`src/rtl/dso_spi_pkg.sv`:
```
`default_nettype none
// ============================================================================
// Module      : dso_spi_pkg
// Description : Shared SPI constants for the DSO SPI arbiter: slave IDs,
//               arbiter FSM state encoding, SPI word width.
// Revision    : 1.0 - initial release
// ============================================================================
package dso_spi_pkg;

    localparam int SPI_W = 16;

    // Slave IDs as carried on req_sel; 5..7 never address a device
    localparam logic [2:0] SLV_TRIG = 3'd0;
    localparam logic [2:0] SLV_CH1  = 3'd1;
    localparam logic [2:0] SLV_CH2  = 3'd2;
    localparam logic [2:0] SLV_CH3  = 3'd3;
    localparam logic [2:0] SLV_EEP  = 3'd4;
    localparam logic [2:0] SLV_NONE = 3'd7;

    typedef enum logic [2:0] {
        ST_IDLE   = 3'd0,
        ST_LAUNCH = 3'd1,
        ST_BUSY   = 3'd2,
        ST_DONE   = 3'd3,
        ST_ERR    = 3'd4
    } state_t;

    // True when the ID addresses a real slave device
    function automatic logic sel_legal(input logic [2:0] sel);
        return (sel <= SLV_EEP);
    endfunction

endpackage
`default_nettype wire

```
`src/rtl/rr_arbiter.sv`:
```
`default_nettype none
// ============================================================================
// Module      : rr_arbiter
// Description : Combinational round-robin pick. Searches req starting one
//               past last_grant (wrapping) and returns the first set index.
// Revision    : 1.0 - initial release
// ============================================================================
module rr_arbiter #(
    parameter int NUM_REQ = 3
) (
    input  logic [NUM_REQ-1:0]         req,
    input  logic [$clog2(NUM_REQ)-1:0] last_grant,
    output logic [$clog2(NUM_REQ)-1:0] grant,
    output logic                       valid
);

    localparam int IW = $clog2(NUM_REQ);

    // One extra bit so last_grant + offset never overflows before the wrap
    logic [IW:0] w_sum;

    // Walk offsets from farthest to nearest so the nearest asserted req wins
    always_comb begin
        grant = '0;
        valid = 1'b0;
        w_sum = '0;
        for (int i = NUM_REQ; i >= 1; i--) begin
            w_sum = {1'b0, last_grant} + (IW+1)'(i);
            if (w_sum >= (IW+1)'(NUM_REQ)) begin
                w_sum = w_sum - (IW+1)'(NUM_REQ);
            end
            if (req[w_sum[IW-1:0]]) begin
                grant = w_sum[IW-1:0];
                valid = 1'b1;
            end
        end
    end

endmodule
`default_nettype wire

```
`src/rtl/spi_arb.sv`:
```
`default_nettype none
// ============================================================================
// Module      : spi_arb
// Description : Shares one SPI master among NUM_REQ requesters. Round-robin
//               grant, one-cycle launch, timeout abort, registered slave ID
//               decoded into five active-low selects, read-back capture.
// Revision    : 1.0 - initial release
// ============================================================================
module spi_arb
    import dso_spi_pkg::*;
#(
    parameter int NUM_REQ = 3,
    parameter int TIMEOUT = 1024
) (
    input  logic                   clk,
    input  logic                   rst_n,
    input  logic [NUM_REQ-1:0]     req,
    input  logic [3*NUM_REQ-1:0]   req_sel,
    input  logic [16*NUM_REQ-1:0]  req_wdata,
    output logic [NUM_REQ-1:0]     req_done,
    output logic [NUM_REQ-1:0]     req_err,
    output logic [15:0]            rdata,
    output logic                   busy,
    output logic                   wrt_SPI,
    output logic [15:0]            SPI_data,
    input  logic                   SPI_done,
    input  logic [15:0]            data_in,
    input  logic                   SS_n,
    output logic                   trig_ss_n,
    output logic                   ch1_ss_n,
    output logic                   ch2_ss_n,
    output logic                   ch3_ss_n,
    output logic                   EEP_ss_n
);

    localparam int              IW         = $clog2(NUM_REQ);
    localparam int              CW         = $clog2(TIMEOUT);
    localparam logic [CW-1:0]   C_CNT_LAST = CW'(TIMEOUT - 1);
    localparam logic [IW-1:0]   C_GNT_RST  = IW'(NUM_REQ - 1);

    state_t             r_state;
    state_t             w_next;
    // Grant index doubles as the round-robin pointer: both always hold the
    // most recent pick, so one register serves as grant and last_grant.
    logic [IW-1:0]      r_grant;
    logic [2:0]         r_sel_q;
    logic [SPI_W-1:0]   r_spi_data;
    logic [SPI_W-1:0]   r_rdata;
    logic [CW-1:0]      r_cnt;

    logic [IW-1:0]      w_pick;
    logic               w_pick_vld;
    logic [2:0]         w_pick_sel;
    logic [SPI_W-1:0]   w_pick_data;
    logic               w_timeout;
    logic               w_active;

    rr_arbiter #(
        .NUM_REQ    (NUM_REQ)
    ) u_rr_arbiter (
        .req        (req),
        .last_grant (r_grant),
        .grant      (w_pick),
        .valid      (w_pick_vld)
    );

    // Select the picked requester's slave ID and write word
    always_comb begin
        w_pick_sel  = SLV_NONE;
        w_pick_data = '0;
        for (int i = 0; i < NUM_REQ; i++) begin
            if (w_pick == IW'(i)) begin
                w_pick_sel  = req_sel[3*i +: 3];
                w_pick_data = req_wdata[SPI_W*i +: SPI_W];
            end
        end
    end

    assign w_timeout = (r_cnt == C_CNT_LAST);

    // State register
    always_ff @(posedge clk or negedge rst_n) begin
        if (!rst_n) begin
            r_state <= ST_IDLE;
        end else begin
            r_state <= w_next;
        end
    end

    // Next state and state-decoded outputs; SPI_done beats the timeout
    always_comb begin
        w_next   = r_state;
        busy     = (r_state != ST_IDLE);
        wrt_SPI  = (r_state == ST_LAUNCH);
        w_active = (r_state == ST_LAUNCH) || (r_state == ST_BUSY);
        req_done = '0;
        req_err  = '0;
        for (int i = 0; i < NUM_REQ; i++) begin
            req_done[i] = (r_state == ST_DONE) && (r_grant == IW'(i));
            req_err[i]  = (r_state == ST_ERR)  && (r_grant == IW'(i));
        end
        case (r_state)
            ST_IDLE:   if (w_pick_vld) w_next = sel_legal(w_pick_sel) ? ST_LAUNCH : ST_ERR;
            ST_LAUNCH: w_next = ST_BUSY;
            ST_BUSY: begin
                if (SPI_done)       w_next = ST_DONE;
                else if (w_timeout) w_next = ST_ERR;
            end
            ST_DONE:   w_next = ST_IDLE;
            ST_ERR:    w_next = ST_IDLE;
            default:   w_next = ST_IDLE;
        endcase
    end

    // Grant capture, saturating timeout counter and read-back capture
    always_ff @(posedge clk or negedge rst_n) begin
        if (!rst_n) begin
            r_grant    <= C_GNT_RST;
            r_sel_q    <= SLV_NONE;
            r_spi_data <= '0;
            r_rdata    <= '0;
            r_cnt      <= '0;
        end else begin
            if (r_state == ST_IDLE && w_pick_vld) begin
                r_grant    <= w_pick;
                r_sel_q    <= w_pick_sel;
                r_spi_data <= w_pick_data;
            end
            if (r_state == ST_LAUNCH) begin
                r_cnt <= '0;
            end else if (r_state == ST_BUSY && !w_timeout) begin
                r_cnt <= r_cnt + CW'(1);
            end
            if (r_state == ST_BUSY && SPI_done) begin
                r_rdata <= data_in;
            end
        end
    end

    assign SPI_data  = r_spi_data;
    assign rdata     = r_rdata;

    // A select goes low only while its device owns an active transfer
    assign trig_ss_n = SS_n | ~w_active | (r_sel_q != SLV_TRIG);
    assign ch1_ss_n  = SS_n | ~w_active | (r_sel_q != SLV_CH1);
    assign ch2_ss_n  = SS_n | ~w_active | (r_sel_q != SLV_CH2);
    assign ch3_ss_n  = SS_n | ~w_active | (r_sel_q != SLV_CH3);
    assign EEP_ss_n  = SS_n | ~w_active | (r_sel_q != SLV_EEP);

endmodule
`default_nettype wire

```
`config.mk`:
```
export PLATFORM = sky130hd
export DESIGN_NAME = spi_arb
export DESIGN_NICKNAME = d
export VERILOG_FILES = /design/src/rtl/dso_spi_pkg.sv /design/src/rtl/rr_arbiter.sv /design/src/rtl/spi_arb.sv
export SDC_FILE = /design/constraint.sdc
export NUM_CORES = 1
export LEC_CHECK = 0
export CAP_MARGIN = 20
export CORE_MARGIN = 2
export CORE_UTILIZATION = 45
export DETAILED_ROUTE_END_ITERATION = 16
export GPL_TIMING_DRIVEN = 0
export PLACE_DENSITY = 0.85
export SYNTH_ARGS = -nofsm -noshare
export SYNTH_HDL_FRONTEND = slang
export SYNTH_HIERARCHICAL = 1
export SYNTH_SLANG_ARGS = --single-unit
export TNS_END_PERCENT = 20
```
`constraint.sdc`:
```
create_clock -name clk -period 5.2 [get_ports clk]
set_input_delay 1.04 -clock clk [delete_from_list [all_inputs] [get_ports clk]]
set_output_delay 1.04 -clock clk [all_outputs]
set_load 0.1 [all_outputs]
```
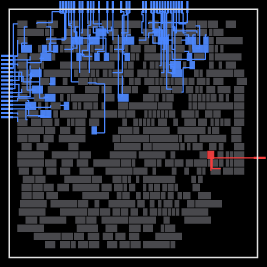
Run 1: wires at chosen ports, followed through buffers
Scale: 3 px per µm.
- req_wdata: blue (bits 48; direction input; edge 32 top, 16 left; end cells 32; buffers 48; wire 889 µm)
- SS_n: red (bits 1; direction input; edge right; end cells 1; buffers 1; wire 26.2 µm)
IO Pins: 125
# port buffers: 124

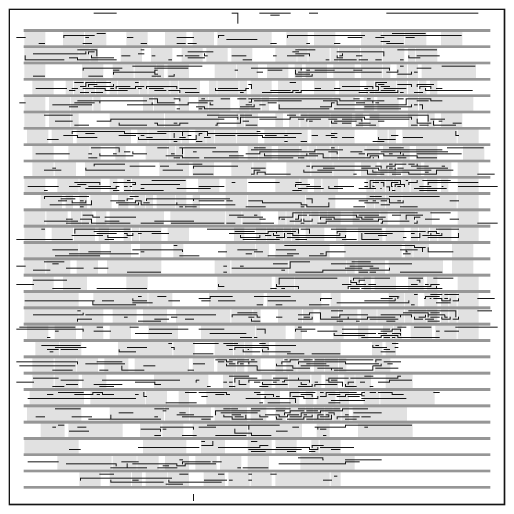
Run 1: met1 routing
Scale: 6 px per µm. Supply wires on this layer in grey.
- wire length on this layer: 3180 µm
- nets with wire on the layer: 454
- longest straight run: 23.0 µm
met1 Track Usage GR: 30.8%
Vias: 2722
Total Routed Length: 7.87 mm

==> results_slide.txt, run 1 <==
Synthesis and Place & Route Summary

Run status
  – Status: finished clean

Worst setup path
  – Reg2Reg Depth: 12
  – Required time worst endpoint: 4.16 ns
  – Arr. time, crit path: ~3.2 ns
  – Endpoint type of the worst setup path: primary output
  – Crit path max fanout: 4
  – CP startpoint kind: input pin

Clock network
  – H-tree levels: 2
  – Clock slew at reported path FFs: roughly 0.090 ns
  – Cts repair resizes: 0
  – Root buf cell: clkbuf_8
  – Late-Pin Clk Latency: 0.31 ns
  – CTS tree: built
  – Clock Sinks: ~50
  – Total CTS buffers: 5
  – Number of post-CTS setup repair buffers: 0

Floorplan
  – Die Area: about 0.0068 mm²
  – DIE WIDTH: between 80 and 90 µm
  – Chip height: about 82 µm
  – Well Taps: about 75

Cells and area
  – Signal inverters: 8
  – Layout non-clock buf frac: a little under a third
  – Design area: 0.00422 mm²
  – Comb area share: approximately 33%
  – Top class by area: multi-input combinational cells
  – Flops: 50
  – Comb gates: 218
  – Fraction of layout cells with a size suffix above 1: just over 10%
  – Antenna cell count: 0
  – Fin cells: roughly 500
  – Logic cell area: between 0.001 and 0.0015 mm²

Synth
  – Xor/xnor share of the synthesized area: less than 1%
  – Avg Inst Size Synth: 9.38 µm²
  – Syn. warnings: 6
  – Yosys chip area: between 0.002 and 0.003 mm²
  – Synth Register Bits: 50
  – Adders+Majority by Area: between 1.5 and 2%
  – Post-synthesis compound-gate area fraction: 14.7%
  – Async SR Flop Fraction: 100%
  – Register share after synthesis: a little under half
  – Post-synth top flop: dfrtp_1
  – Synth Cell Area: 0.00276 mm²
  – Syn Inst Count: about 300

Detailed routing
  – DR DRC count: 0
  – Antenna-violating nets left: 0
  – Iteration-0 DRC Markers: roughly 250
  – Vias per inst: approximately 5.4

STA
  – Worst hold margin: 0.488 ns
  – F_max: 235 MHz
  – Final worst slack: 0.943 ns
  – Worst slew margin: 31.0%
  – Post-Route Setup TNS: 0 ns
  – Final setup vio count: 0
  – Final hold violation count: 0
  – Min Tclk post-route: between 4 and 5 ns
  – Worst Max-Slew Pin Slew: about 1.0 ns

Flow run
  – Log Warnings: 29
  – Max Cap Viol: 0

Global routing
  – Number of global-route vias before repair: approximately 2600
  – Largest net degree at the start of global routing: 29
  – Total GRT Usage: a little under a quarter
  – First-pass GRT wire length: around 12 mm
  – Overflow after GRT: 0
  – Initial antenna violation count: 0

Place
  – Global placement routability congestion: 0.853
  – Cell Area, Placed: just over 0.004 mm²
  – Dpl cells: roughly 500
  – Pre-CTS setup slack: approximately 0.94 ns

Worst hold path
  – Hold Path Class: reg -> reg
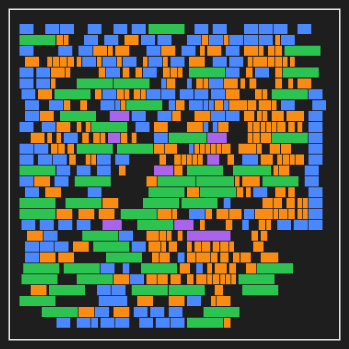
Run 1: placement by cell class
Scale: 4 px per µm.
- flip-flops: green (cells 50; share of their area 30%)
- all other logic: orange (cells 226; share of their area 34%)
- clock drivers and dummy loads: purple (cells 8; share of their area 2.8%)
- other buffers and delay cells: blue (cells 143; share of their area 33%)
flop share of the area: 29.7%
final core occ: 71.3%
Core Region: 0.00592 mm²
row count: 28

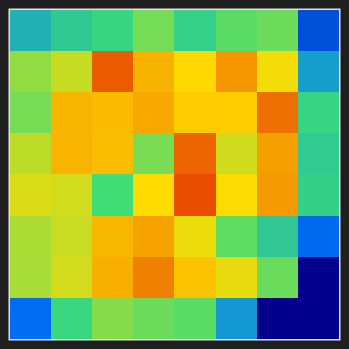
Run 1: placement density heat map
Scale: 4 px per µm. The die is cut into 8 by 8 equal tiles; dark blue is low, red is high, 0 to 100% covered.
- emptiest ninth of the die: lower right
- mean over tiles: 61%
- tiles over 75% full: 33%
- fullest tile: 91%
- densest ninth of the die: centre
floorplan utilization: 46.6%

-- run 1: synthesized netlist by cell type, types with 3 or more instances --
library cell  count  area share (%)
o31ai_1           4             1.1
mux2_2           19             7.8
a21oi_1          20             3.6
buf_2             6             1.1
inv_1             8             1.1
dfstp_2           4             3.8
mux2i_1          19             6.9
nand3_1           6             1.1
nand2b_1          5             1.1
nor3_1            7             1.3
clkbuf_1          8             1.1
o22ai_1           3            0.68
dfrtp_1          46              42
nor2_1           30             4.1
nand2_1          38             5.2
o21ai_0          25             4.5
or4_1             4             1.1
and2_1            4            0.91
o211ai_1          3            0.82
ha_1              4             1.8
-- run 1: registers in the layout, indices dropped and copies added, names as in the netlist --
| register | count |
|---|---|
| rdata | 16 |
| r_state | 3 |
| SPI_data | 16 |
| r_cnt | 10 |
| r_sel_q | 3 |
| r_grant | 2 |
-- run 1: routing by layer --
layer	share of wire, %	vias up	track usage, %
li1	-	1300	-
met1	40	1294	30.8
met2	52	110	39.2
met3	5.6	18	4.78
met4	2.3	0	8.83
met5	0	-	0
-- run 1: worst paths after layout --
kind / start / endpoint
setup / recovery: SS_n / EEP_ss_n
hold / removal: SPI_data[2]$_DFFE_PN0P_ / SPI_data[2]$_DFFE_PN0P_
setup reg to reg: r_grant[0]$_DFFE_PN0P_ / SPI_data[13]$_DFFE_PN0P_
hold reg to reg: SPI_data[2]$_DFFE_PN0P_ / SPI_data[2]$_DFFE_PN0P_
max in group asynchronous: rst_n / SPI_data[3]$_DFFE_PN0P_
min in group asynchronous: rst_n / r_cnt[5]$_DFFE_PN0P_
-- run 1: critical path: stages --
cell,delay (ns)
clkdlybuf4s50_1,0.40
or3_1,0.39
or4_1,0.41
clkdlybuf4s50_1,0.98
==> run 2: changes to the inputs <==
CORE_UTILIZATION = 42   (was 45)
PLACE_DENSITY = 0.8   (was 0.85)
clock period = 4.2 ns   (was 5.2 ns; I/O delays follow)
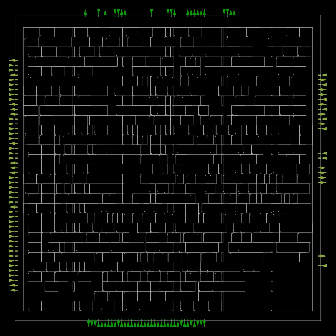
Run 2: cell outlines without signal wires
fillers: 533
Flops: 50
row count: 29
Well Taps: 77
flop share of the area: 29.9%

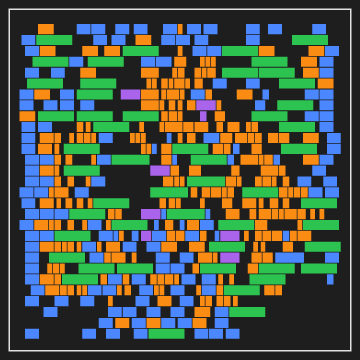
Run 2: placement by cell class
Scale: 4 px per µm.
- clock drivers and dummy loads: purple (cells 8; share of their area 2.3%)
- flip-flops: green (cells 50; share of their area 31%)
- all other logic: orange (cells 226; share of their area 34%)
- other buffers and delay cells: blue (cells 143; share of their area 33%)
Core Region: 0.00635 mm²
design area: 0.00421 mm²
final core occ: 66.2%

==> results_slide.txt, run 2 <==
Synthesis and Place & Route Summary

Run status
  – Status: finished clean (unchanged)

Global routing
  – Initial antenna violation count: 0 (unchanged)
  – Largest net degree at the start of global routing: 37 (was 29)
  – Overflow after GRT: 0 (unchanged)
  – First-pass GRT wire length: 12.2 mm (about the same)
  – Number of global-route vias before repair: 2694 (was 2564)
  – Total GRT Usage: 20.9% (was 23.8%)

Cells and area
  – Clock buffer count: 6 (was 5)
  – Layout non-clock buf frac: 32.1% (was 32.0%)
  – Comb area share: 32.8% (was 32.6%)
  – Top cells excl fill/tap: clkdlybuf4s50_1 (123), dfrtp_1 (46), nand2_1 (38) (unchanged)
  – Comb gates: 218 (unchanged)
  – Signal inverters: 8 (unchanged)
  – Most common logic cell in the routed design: clkdlybuf4s50_1 (unchanged)
  – Layout area overhead: 52.5% (was 53.2%)
  – Logic cell area: 0.00138 mm² (unchanged)
  – Top class by area: multi-input combinational cells (unchanged)
  – Fraction of layout cells with a size suffix above 1: 10.1% (unchanged)
  – Antenna cell count: 0 (unchanged)
  – ClkCell Share: 2.26% (was 2.75%)
  – Fin cells: 504 (was 502)

Clock network
  – Clock Path Buffers: 2 (unchanged)
  – Hold buffers post-CTS: 0 (unchanged)
  – Number of post-CTS setup repair buffers: 0 (unchanged)
  – Clock slew at reported path FFs: 0.09 ns (about the same)
  – H-tree levels: 2 (unchanged)
  – Clock Sinks: 50 (unchanged)
  – Cts repair resizes: 0 (unchanged)
  – CTS tree: built (unchanged)
  – Root buf cell: clkbuf_8 (unchanged)
  – Late-Pin Clk Latency: 0.30 ns (was 0.31 ns)
  – Total CTS buffers: 5 (unchanged)

Detailed routing
  – Metal1 wirelength: 2.89 mm (was 3.18 mm)
  – Total Routed Length: 7.41 mm (was 7.87 mm)
  – Max Used Layer: met4 (unchanged)
  – Antenna-violating nets left: 0 (unchanged)
  – Vias: 2631 (was 2722)
  – Iteration-0 DRC Markers: 113 (was 250)
  – Met2 routed WL: 3.73 mm (was 4.06 mm)
  – Vias per inst: 5.22 (was 5.42)
  – DR DRC count: 0 (unchanged)
  – WL met3: 601 µm (was 439 µm)
  – Wire per inst: 14.7 µm (was 15.7 µm)

Worst setup path
  – CP startpoint kind: input pin (unchanged)
  – Required time worst endpoint: 3.36 ns (was 4.16 ns)
  – Crit path max fanout: 4 (unchanged)
  – Reg2Reg Depth: 12 (unchanged)
  – Endpoint type of the worst setup path: primary output (unchanged)
  – Arr. time, crit path: 3.09 ns (was 3.22 ns)

Synth
  – Register share after synthesis: 45.6% (unchanged)
  – Cell area leaders: dfrtp_1 (42%), mux2_2 (7.8%), mux2i_1 (6.9%), nand2_1 (5.2%), o21ai_0 (4.5%) (unchanged)
  – Post-synth top cells: dfrtp_1 (46), nand2_1 (38), nor2_1 (30), o21ai_0 (25), a21oi_1 (20) (unchanged)
  – Syn Inst Count: 294 (unchanged)
  – Synth area leader: dfrtp_1 (unchanged)
  – Flip-flops with a built-in enable: 0 (unchanged)
  – Synth Register Bits: 50 (unchanged)
  – Yosys chip area: 0.00276 mm² (unchanged)
  – Most common cell in the netlist: dfrtp_1 (unchanged)
  – Synth Cell Area: 0.00276 mm² (unchanged)
  – Share of the synthesized area in the top cell type: 41.7% (unchanged)
  – Distinct lib cells: 47 (unchanged)
  – Avg Inst Size Synth: 9.38 µm² (unchanged)
  – Post-synth top flop: dfrtp_1 (unchanged)
  – Async SR Flop Fraction: 100% (unchanged)
  – Syn. warnings: 6 (unchanged)

Flow run
  – Log Warnings: 29 (unchanged)
  – Max Cap Viol: 0 (unchanged)

Floorplan
  – DIE WIDTH: 85.0 µm (was 82.3 µm)
  – Floorplan utilization: 43.4% (was 46.6%)
  – Chip height: 85.0 µm (was 82.3 µm)
  – Die Area: 0.00723 mm² (was 0.00677 mm²)
  – IO Pins: 125 (unchanged)

Place
  – Global placement routability congestion: 0.837 (was 0.853)
  – Cell Area, Placed: 0.00411 mm² (about the same)
  – Dpl cells: 496 (was 494)
  – # port buffers: 124 (unchanged)
  – Pre-CTS setup slack: 0.280 ns (was 0.940 ns)

STA
  – RSZ-0062 raised after global routing: false (unchanged)
  – Worst slew margin: 31.7% (was 31.0%)
  – Final worst slack: 0.267 ns (was 0.943 ns)
  – Final setup vio count: 0 (unchanged)
  – Final hold violation count: 0 (unchanged)
  – F_max: about 250 MHz
  – Min Tclk post-route: 3.93 ns
  – Worst Max-Slew Pin Slew: 1.02 ns (was 1.03 ns)
  – Post-Route Setup TNS: 0 ns (unchanged)
  – Worst hold margin: 0.432 ns (was 0.488 ns)
  – Setup Skew: 0.00868 ns (was 0.00589 ns)

Worst hold path
  – Hold Path Class: in -> async (was reg -> reg)
run 2: cell counts after synthesis:
Identical to the previous run, type by type.
run 2: per-layer routing:
layer / vias to the layer above / GRT usage, %
li1: 1296 / -
met1: 1209 / 23.9
met2: 107 / 36.1
met3: 19 / 7.10
met4: 0 / 7.79
met5: - / 0
run 2: path summary, 6_finish.rpt:
kind                                          startpoint                  endpoint  slack (ns)
max in group asynchronous                          rst_n    r_sel_q[0]$_DFFE_PN1P_        3.19
min in group clk                SPI_data[11]$_DFFE_PN0P_  SPI_data[11]$_DFFE_PN0P_        0.48
worst min-delay path                               rst_n      r_cnt[7]$_DFFE_PN0P_        0.43
worst min register to register  SPI_data[11]$_DFFE_PN0P_  SPI_data[11]$_DFFE_PN0P_        0.48
worst max register to register    r_grant[1]$_DFFE_PN1P_   SPI_data[7]$_DFFE_PN0P_        1.04
worst max-delay path                                SS_n                 trig_ss_n        0.27
run 2: worst max-delay path, cell delays in order:
cell and delay, ns:
clkdlybuf4s50_1 0.41, or3_1 0.40, or4_1 0.45, clkdlybuf4s50_1 0.99
run 2: kinds of logic after synthesis:
kind of cell / after synthesis / synth area share [%]
buffers and inverters: 26 / 4.49
AND-OR/OR-AND: 68 / 14.7
flip-flops: 50 / 45.6
adder cells (fa/ha/maj): 4 / 1.81
multiplexers: 38 / 14.7
AND/OR/NAND/NOR: 107 / 18.5
XOR/XNOR: 1 / 0.318
